[src/rtl/mac_sequencer.sv]
// Operand-feeding / product-consuming controller wrapped around an 8-bit
// sequential signed multiplier; accumulates a dot product and hands it off.
module mac_sequencer #(
    parameter int ACC_W   = 24,
    parameter int TIMEOUT = 15
) (
    input  logic              clk,
    input  logic              rst,
    input  logic              in_valid,
    output logic              in_ready,
    input  logic [7:0]        in_a,
    input  logic [7:0]        in_b,
    input  logic              in_last,
    output logic              mult_start,
    output logic [7:0]        mult_a,
    output logic [7:0]        mult_b,
    input  logic [15:0]       mult_product,
    input  logic              mult_ready,
    output logic              out_valid,
    input  logic              out_ready,
    output logic [ACC_W-1:0]  out_acc,
    output logic [7:0]        out_count,
    output logic              out_ovf,
    output logic              out_err
);

    localparam logic [1:0] S_IDLE  = 2'd0;
    localparam logic [1:0] S_ISSUE = 2'd1;
    localparam logic [1:0] S_WAIT  = 2'd2;
    localparam logic [1:0] S_DONE  = 2'd3;

    localparam int WCW = (TIMEOUT < 2) ? 1 : $clog2(TIMEOUT + 1);

    logic [1:0]       state;
    logic             last_r;
    logic [WCW-1:0]   wait_cnt;
    logic [ACC_W-1:0] acc;
    logic [7:0]       count;
    logic             ovf;
    logic             err;

    logic [ACC_W-1:0] prod_ext;
    logic [ACC_W-1:0] acc_sum;
    logic             add_ovf;
    logic             timed_out;

    // Handshake: a transfer happens on a rising edge where valid and ready are
    // both high; the data travels with valid and ready never waits on valid.
    assign in_ready  = (state == S_IDLE) && !rst;
    assign out_valid = (state == S_DONE);
    assign out_acc   = acc;
    assign out_count = count;
    assign out_ovf   = ovf;
    assign out_err   = err;

    assign prod_ext  = ACC_W'($signed(mult_product));
    assign acc_sum   = acc + prod_ext;
    assign add_ovf   = (acc[ACC_W-1] == prod_ext[ACC_W-1]) &&
                       (acc_sum[ACC_W-1] != acc[ACC_W-1]);
    assign timed_out = (wait_cnt == WCW'(TIMEOUT - 1));

    always_ff @(posedge clk or posedge rst) begin
        if (rst) begin
            state      <= S_IDLE;
            last_r     <= 1'b0;
            wait_cnt   <= '0;
            mult_start <= 1'b0;
            mult_a     <= '0;
            mult_b     <= '0;
            acc        <= '0;
            count      <= '0;
            ovf        <= 1'b0;
            err        <= 1'b0;
        end else begin
            case (state)
                S_IDLE: begin
                    mult_start <= 1'b0;
                    if (in_valid) begin
                        mult_a     <= in_a;
                        mult_b     <= in_b;
                        last_r     <= in_last;
                        mult_start <= 1'b1;
                        state      <= S_ISSUE;
                    end
                end
                S_ISSUE: begin
                    // mult_ready here is stale from the previous operation.
                    mult_start <= 1'b0;
                    wait_cnt   <= '0;
                    state      <= S_WAIT;
                end
                S_WAIT: begin
                    mult_start <= 1'b0;
                    wait_cnt   <= wait_cnt + 1'b1;
                    if (mult_ready) begin
                        acc   <= acc_sum;
                        count <= (count == 8'hFF) ? count : count + 8'd1;
                        ovf   <= ovf | add_ovf;
                        state <= last_r ? S_DONE : S_IDLE;
                    end else if (timed_out) begin
                        err   <= 1'b1;
                        state <= S_DONE;
                    end
                end
                default: begin
                    mult_start <= 1'b0;
                    if (out_ready) begin
                        acc   <= '0;
                        count <= '0;
                        ovf   <= 1'b0;
                        err   <= 1'b0;
                        state <= S_IDLE;
                    end
                end
            endcase
        end
    end

endmodule

[config.mk]
export PLATFORM = sky130hd
export DESIGN_NAME = mac_sequencer
export DESIGN_NICKNAME = d
export VERILOG_FILES = /design/src/rtl/mac_sequencer.sv
export SDC_FILE = /design/constraint.sdc
export NUM_CORES = 1
export LEC_CHECK = 0
export ABC_AREA = 0
export CORE_MARGIN = 10
export CORE_UTILIZATION = 49
export CTS_CLUSTER_DIAMETER = 150
export DETAILED_ROUTE_END_ITERATION = 6
export HOLD_SLACK_MARGIN = 0.12
export PLACE_DENSITY = 0.8
export SLEW_MARGIN = 30
export SYNTH_ARGS = -nofsm -noshare
export SYNTH_HDL_FRONTEND = slang
export SYNTH_SLANG_ARGS = --single-unit
export TNS_END_PERCENT = 50
[constraint.sdc]
create_clock -name clk -period 2.9 [get_ports clk]
set_input_delay 0.29 -clock clk [delete_from_list [all_inputs] [get_ports clk]]
set_output_delay 0.29 -clock clk [all_outputs]
set_load 0.01 [all_outputs]
Fig. 1: run 1, layout detail
Region (27, 48) to (77, 98) µm. Cells in grey, sequential cells in the stronger grey; small squares are vias.
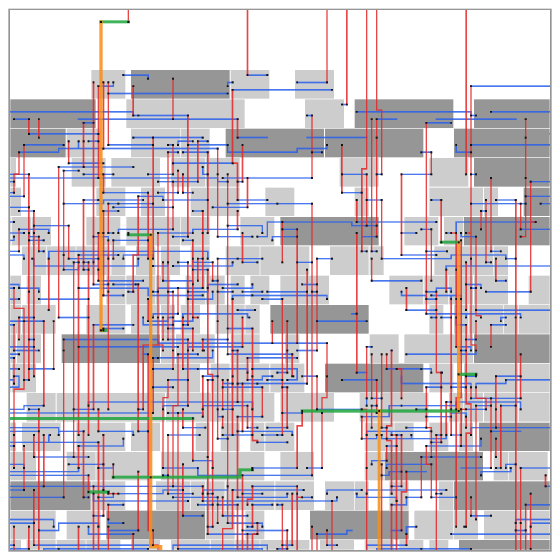
- red: metal 2
- orange: metal 4
- green: metal 3
- blue: metal 1
- cells with their middle in the window: 158
- sequential cells in the window: 21
- netlist names of flops here include: out_acc (9), out_count (8), mult_a (2)
- most frequent: dfrtp_1 (21), clkdlybuf4s50_1 (14)

Fig. 2: run 1, cell placement
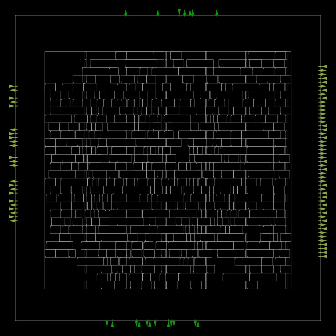
fraction of area in registers: 29.4%
Non-Filler Instances: 570
Core Region: 0.00691 mm²
Final Util: 71.4%

==> run_results.csv, run 1 <==
group,metric,value,unit
final_layout,syn2layout_area_growth,39.3,%
clock_network,post_cts_buffers,0,
synth,top_area_share,41.0,%
synth,yosysWarnings,0,
global_routing,grt_overflow,0,
pwr,power,4.07,mW
pwr,p_switching,1.49,mW
final_layout,sh_comb_area,40.4,%
clock_network,cts_root_buf,"clkbuf_8",
drt,via_per_inst,5.42,
synth,ys_area,0.00354,mm²
pwr,p_leak,2.23,nW
clock_network,h-tree-depth,3,
drt,drc_errors,0,
final_layout,largestClassByArea,"combinational gates",
sta,skew,0.00772,ns
critical_path,rrSetupSlack,0.15,ns
global_routing,grt_pass1_vias,3188,
floorplanning,taps,96,
clock_network,cts_tree,"done",
floorplanning,fp-utilization,51.2,%
final_layout,nClkBuffers,10,
floorplanning,rows,30,
placed_design,dp_hpwl,6.80,mm
sta,post-route-min-period,2.75,ns
final_layout,layout.nonclk_buf_share,21.5,%
final_layout,clock_area_share,4.62,%
drt,dr_total_vias,3089,
pwr,power_leader,"combinational cells",
clock_network,clock_sinks,58,
synth,synth_area,0.00354,mm²
sta,holdWs,0.506,ns
critical_path,path_class,"flip-flop to flip-flop",
final_layout,logic_gates,268,
global_routing,antenna_found_initial,0,
worst_hold_path,hp-class,"input pin to asynchronous set/reset pin",
pwr,p_comb_share,48.9,%
critical_path,end_kind,"flip-flop",
critical_path,cp.required,3.13,ns
pwr,comb_power,1.99,mW
pwr,p_seq_share,30.2,%
floorplanning,die_area,0.0110,mm²
flow_run,warnings,30,
final_layout,nNonClkInverters,21,
global_routing,grt_pass1_wl,15.2,mm
synth,synth_top_cell_by_count,"dfrtp_1",
critical_path,cp-start-kind,"flip-flop",
synth,ys.flops,58,
drt,final_antenna_net_count,0,
drt,drt_pre_antenna_iters,4,
final_layout,fillers,538,
placed_design,placed_cells,553,
critical_path,cp_max_fo,2,
run_status,run_status,"finished clean",
final_layout,final_nets,538,
final_layout,drive_gt1_share,15.6,%
clock_network,hold_buffers,0,
drt,drtIter0Drc,118,
placed_design,io_buffers,90,
placed_design,gp_congestion,0.852,
synth,top_cells_by_area,"dfrtp_1, ha_1, mux2_2",
global_routing,grt_max_degree,59,
sta,tightest_slew,0.743,ns
final_layout,comb_area,0.00199,mm²
drt,wl_per_cell,16.0,µm
pwr,pwr-share-clk,20.9,%
placed_design,place_ws,-0.225,ns
sta,worst_slack,0.151,ns
pwr,clock_net_power,0.850,mW
clock_network,cts-buffers-inserted,9,
clock_network,clockBufferDepth,2,
pwr,powerDensity,826,mW/mm²
global_routing,grt_use_total,16.4,%
synth,async_flop_share,100,%
critical_path,r2r-start,"out_acc[0]",
critical_path,r2r_end,"out_acc[22]",
synth,top_cells_by_count,"dfrtp_1, nand2_1, ha_1",
clock_network,clock_latency,0.34,ns
sta,rsz0062_at_grt,"no",
flow_run,drv_cap,0,
synth,flop_cell,"dfrtp_1",
final_layout,n_all_buffers,111,
Fig. 3: run 1, sizing map
Drawn at 3 px/µm.
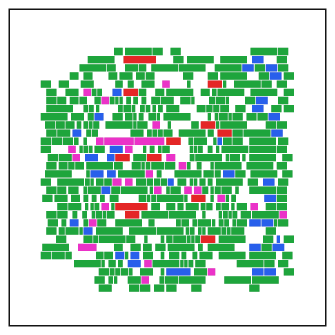
- blue: _2 cells (cells 35; share 7.4%; most used mux2_2)
- magenta: _3 and _4 cells (cells 27; share 5.7%; most used buf_4)
- red: _6 and larger (cells 12; share 2.5%; most used clkbuf_8)
- green: _0 and _1 cells (cells 400; share 84%; most used clkdlybuf4s50_1)

## run 1: placed cells by master, fill, tap and decap left out, types with 7 or more instances in the layout
cell,Yosys,layout
clkdlybuf4s50_1,0,90
dfrtp_1,58,58
nand2_1,35,35
ha_1,30,30
a21oi_1,21,21
o21ai_0,21,21
buf_4,0,21
inv_1,20,19
nor2_1,19,19
mux2_2,17,17
a22o_1,13,13
nand3_1,12,12
xor2_1,11,11
clkbuf_8,0,10
xnor2_1,8,8
nor3_1,7,7
## run 1: metal layers
layer | GRT usage [%] | share of wire (%) | wire length, µm
met1 | 20.8 | 47 | 4300
met4 | 5.78 | 1.7 | 159
met5 | 0 | 0 | 0
met3 | 4.67 | 5.9 | 534
met2 | 26.0 | 45 | 4100
## run 1: through the flow
| step | cell area [µm²] | setup TNS [ns] |
|---|---|---|
| 2_1_floorplan | 3540 | 0 |
| 5_1_grt | 4930 | 0 |
| 6_report | 4930 | 0 |
| 3_5_place_dp | 4680 | -0.403 |
| 4_1_cts | 4910 | 0 |
| 3_3_place_gp | 4680 | -0.316 |
## run 1: cells by family after synthesis
group	synth area share, %
compound gates	20.7
xor+xnor	4.70
fa+ha+maj	11.2
buf+inv	3.08
flops	41.0
mux	5.98
simple gates	13.3
## run 1: sequential cells by signal (all words and copies together) (netlist names)
register    cells
mult_a          8
out_count       8
out_acc        24
state           2
last_r          1
mult_b          8
out_err         1
mult_start      1
wait_cnt        4
out_ovf         1
## run 1: critical path, cell delays in order, from the launching register on
cell and delay [ns]:
dfrtp_1 0.38, ha_1 0.22, fa_2 0.36, a211oi_2 0.27, o21ai_2 0.10, o21ai_2 0.17, a211oi_2 0.11, o41ai_4 0.31
a2111oi_4 0.13, or3_1 0.33, a32o_1 0.25
--- run 2 (diff from run 1) ---
- HOLD_SLACK_MARGIN: 0.12 -> unset
Fig. 4: run 2, supply network
Drawn at 4 px/µm. Pins as bars on the die edge.
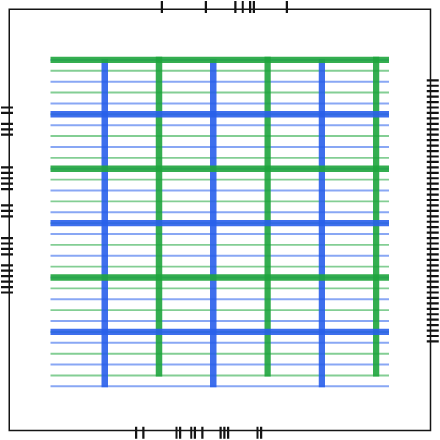
- green: VDD
- blue: VSS
- signal pins: 91
- rows: 30
- met5 straps: 6

==> run 2 against run 1 <==
Against the previous run:
- count of clock-buffer cells in the layout unchanged
- utilization unchanged
- clock power about the same
- die size is the same
- register-to-register slack about the same
- clock skew did not move
- non-clock buffer count is the same
- worst setup slack stayed put
- critical path depth did not move
- sequential cell count is the same
- via count is the same
- final cell count unchanged
- critical endpoint unchanged
- largest cell class unchanged
==> run_results.csv, run 2 <==
group,metric,value,unit
critical_path,r2r-start,"out_acc[0]",
flow_run,warnings,30,
synth,top_area_share,41.0,%
critical_path,crit_buf_inv,0,
pwr,power_leader,"combinational cells",
pwr,power,4.07,mW
placed_design,io_buffers,90,
clock_network,h-tree-depth,3,
global_routing,grt_max_degree,59,
sta,post-route-min-period,2.75,ns
clock_network,cts-buffers-inserted,9,
drt,dr_total_vias,3089,
floorplanning,rows,30,
critical_path,path_class,"flip-flop to flip-flop",
final_layout,final_nets,538,
synth,flop_cell,"dfrtp_1",
clock_network,clock_latency,0.34,ns
synth,synth_top_cell_by_count,"dfrtp_1",
final_layout,largest_register_ffs,24,
sta,holdWs,0.506,ns
placed_design,gp_congestion,0.852,
run_status,run_status,"finished clean",
critical_path,cp-start-kind,"flip-flop",
pwr,p_comb_share,48.9,%
global_routing,grt_use_total,16.4,%
drt,drtIter0Drc,118,
pwr,pwr-share-clk,20.9,%
floorplanning,die_area,0.0110,mm²
synth,async_flop_share,100,%
floorplanning,coreArea,0.00691,mm²
worst_hold_path,hp-class,"input pin to asynchronous set/reset pin",
final_layout,syn2layout_area_growth,39.3,%
placed_design,dp_hpwl,6.80,mm
critical_path,end_kind,"flip-flop",
pwr,clock_net_power,0.850,mW
synth,top_cells_by_count,"dfrtp_1, nand2_1, ha_1",
clock_network,clockBufferDepth,2,
flow_run,drv_cap,0,
final_layout,lay_top_cells,"clkdlybuf4s50_1, dfrtp_1, nand2_1, ha_1",
global_routing,antenna_found_initial,0,
floorplanning,fp-utilization,51.2,%
pwr,powerDensity,826,mW/mm²
drt,final_antenna_net_count,0,
final_layout,finalCoreUtilization,71.4,%
final_layout,lay_top_count,"clkdlybuf4s50_1",
drt,drt_pre_antenna_iters,4,
synth,ys.flops,58,
global_routing,grt_pass1_wl,15.2,mm
sta,skew,0.00772,ns
clock_network,cts_tree,"done",
pwr,comb_power,1.99,mW
pwr,p_leak,2.23,nW
drt,via_per_inst,5.42,
clock_network,clock_sinks,58,
sta,tightest_slew,0.743,ns
drt,drc_errors,0,
clock_network,cts_root_buf,"clkbuf_8",
critical_path,rrSetupSlack,0.15,ns
global_routing,grt_overflow,0,
synth,ys_area,0.00354,mm²
sta,rsz0062_at_grt,"no",
critical_path,crit_chain,"ha_1, fa_2, a211oi_2, o21ai_2, o21ai_2, a211oi_2, o41ai_4, a2111oi_4, or3_1, a32o_1",
[run 2: cell families (layout without fill, tap and decap cells)]
kind of cell / Yosys count / count (layout) / share of synthesized area, %
adders and majority gates: 31 / 31 / 11.2
AOI/OAI and AO/OA: 102 / 102 / 20.7
xor gates and xnor gates: 19 / 19 / 4.70
muxes: 19 / 19 / 5.98
and+or+nand+nor: 97 / 97 / 13.3
DFF: 58 / 58 / 41.0
buffers and inverters: 29 / 148 / 3.08
[run 2: final timing paths]
| kind | endpoint | cells after the start |
|---|---|---|
| worst max-delay path | out_acc[22] | 10 |
| worst max register to register | out_acc[22] | 10 |
| worst min register to register | mult_a[6] | 1 |
| worst min-delay path | mult_b[2] | 3 |
| max in group asynchronous | last_r | 3 |
| min in group clk | mult_a[6] | 1 |
[run 2: through the flow]
step / setup TNS [ns] / std cells / cell area (µm²) / setup slack (ns)
floorplan: 0 / 355 / 3540 / 0.155
global placement: -0.316 / 553 / 4680 / -0.193
finish: 0 / 570 / 4930 / 0.151
global route: 0 / 570 / 4930 / 0.00264
detailed placement: -0.403 / 553 / 4680 / -0.225
CTS: 0 / 569 / 4910 / 0.0534
[run 2: worst min-delay path, cell delays in order]
cell and delay, ns:
clkdlybuf4s50_1 0.44, inv_2 0.06, buf_4 0.57
[run 2: timing repair]
action	CTS	global route
gates resized	0	2
endpoints found under the setup margin	0	2
setup buffers	0	1
[run 2: metal layers]
metal	share of wire (%)	vias to the layer above	track usage (%)
li1	-	1521	-
met1	47	1453	20.8
met2	45	98	26.0
met3	5.9	17	4.67
met4	1.7	0	5.78
met5	0	-	0
[run 2: cell type report]
cell class              instances  area, µm²
inverters                      21       78.8
well taps                      96        120
flip-flops and latches         58       1450
clock buffers                  10        138
fillers                       538       1980
repair buffers                111       1060
clock inverters                 6       90.1
multi-input cells             268       1990
Fig. 5: run 2, sizing map
Drawn at 3 px/µm.
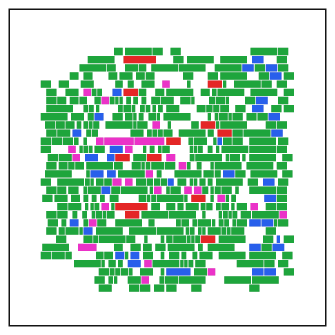

--- run 3 (diff from run 2) ---
- CORE_ASPECT_RATIO: unset -> 0.7
Fig. 6: run 3, sizing map
Drawn at 2 px/µm.
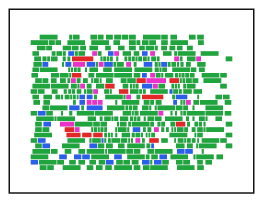
- red: _6 and larger (cells 13; share 2.7%; most used clkbuf_8)
- magenta: _3 and _4 cells (cells 24; share 5.1%; most used buf_4)
- green: _0 and _1 cells (cells 399; share 84%; most used clkdlybuf4s50_1)
- blue: _2 cells (cells 38; share 8.0%; most used mux2_2)

==> run 3 against run 2 <==
Against the previous run:
- area after synthesis unchanged
- global-route usage grew 1.1 points
- sequential power hardly changed
- first-iteration DRC count is 58% higher
==> run_results.csv, run 3 <==
group,metric,value,unit
run_status,run_status,"finished clean",
placed_design,placed_cells,549,
floorplanning,rows,25,
placed_design,gp_congestion,0.884,
final_layout,largest_register_ffs,24,
synth,ys_area,0.00354,mm²
drt,drc_errors,0,
global_routing,antenna_found_initial,0,
pwr,power,4.12,mW
drt,drtIter0Drc,187,
critical_path,crit_chain,"ha_2, fa_2, a211oi_4, o21ai_2, o21ai_2, a211oi_2, o41ai_4, a2111oi_2, or3_1, a32o_1",
pwr,pwr-share-clk,20.3,%
clock_network,cts_tree,"done",
placed_design,io_buffers,90,
synth,flop_cell,"dfrtp_1",
clock_network,clock_sinks,58,
global_routing,grt_use_total,17.5,%
clock_network,h-tree-depth,3,
floorplanning,fp-utilization,51.4,%
final_layout,finalCoreUtilization,71.7,%
clock_network,clock_latency,0.34,ns
critical_path,rrSetupSlack,0.09,ns
synth,top_area_share,41.0,%
sta,holdWs,0.243,ns
flow_run,drv_cap,0,
synth,top_cells_by_count,"dfrtp_1, nand2_1, ha_1",
global_routing,grt_pass1_wl,16.0,mm
drt,via_per_inst,5.46,
synth,ys.flops,58,
sta,post-route-min-period,2.81,ns
critical_path,crit_buf_inv,0,
sta,setup_tns,0,ns
critical_path,end_kind,"flip-flop",
final_layout,fin_cells,568,
placed_design,dp_hpwl,7.27,mm
final_layout,fin_area,0.00493,mm²
final_layout,lay_top_cells,"clkdlybuf4s50_1, dfrtp_1, nand2_1, ha_1",
pwr,p_leak,2.24,nW
drt,dr_total_vias,3100,
placed_design,place_ws,-0.314,ns
sta,tightest_slew,0.512,ns
pwr,powerDensity,835,mW/mm²
critical_path,path_class,"flip-flop to flip-flop",
flow_run,warnings,31,
synth,async_flop_share,100,%
pwr,p_comb_share,49.6,%
floorplanning,die_area,0.0111,mm²
global_routing,grt_overflow,0,
sta,rsz0062_at_grt,"yes",
final_layout,lay_top_count,"clkdlybuf4s50_1",
placed_design,placed_cell_area,0.00467,mm²
global_routing,grt_max_degree,49,
critical_path,cp-start-kind,"flip-flop",
drt,final_antenna_net_count,0,
sta,worst_slack,0.0869,ns
drt,drt_pre_antenna_iters,4,
floorplanning,coreArea,0.00688,mm²
==> run 3: cell families (layout without fill, tap and decap cells) <==
kind of cell	count (synthesis)	after routing	synth area share [%]
flip-flops	58	58	41.0
AND/OR/NAND/NOR	97	97	13.3
AND-OR/OR-AND	102	102	20.7
XOR/XNOR	19	19	4.70
multiplexers	19	19	5.98
buffers and inverters	29	148	3.08
adder cells (fa/ha/maj)	31	31	11.2
==> run 3: metal layers <==
metal / wire [µm] / global-route usage [%]
met4: 162 / 5.94
met3: 603 / 4.82
met5: 0 / 0
met1: 4070 / 20.9
met2: 4810 / 29.5
==> run 3: power groups by stage <==
| stage | Clock [mW] | Sequential (mW) | Combinational (mW) |
|---|---|---|---|
| 3_3_place_gp | 0 | 1.23 | 1.94 |
| 5_1_grt | 0.889 | 1.27 | 2.25 |
| 6_report | 0.838 | 1.24 | 2.05 |
| 4_1_cts | 0.854 | 1.24 | 2.01 |
| 2_1_floorplan | 0 | 1.32 | 1.06 |
| 3_5_place_dp | 0 | 1.25 | 1.99 |
==> run 3: cell type report <==
cell class	instances	area, µm²
Timing Repair Buffer	111	1070
Sequential cell	58	1450
Inverter	21	78.8
Tap cell	94	118
Fill cell	518	1950
Clock inverter	5	77.6
Clock buffer	11	141
Multi-Input combinational cell	268	2000
==> run 3: worst paths after layout <==
path | from | endpoint | cells after the start
min reg2reg | mult_b[5] | mult_b[5] | 1
max in group asynchronous | rst | mult_a[2] | 3
max | out_acc[0] | out_acc[22] | 10
min in group clk | mult_b[5] | mult_b[5] | 1
min | rst | mult_a[0] | 2
max reg2reg | out_acc[0] | out_acc[22] | 10
==> run 3: timing repair <==
| action | 4_1_cts | 5_1_grt |
|---|---|---|
| resized | 0 | 4 |
| endpoints found under the setup margin | 0 | 2 |
| setup buffers | 0 | 3 |
Power and IR drop assume default switching activity.
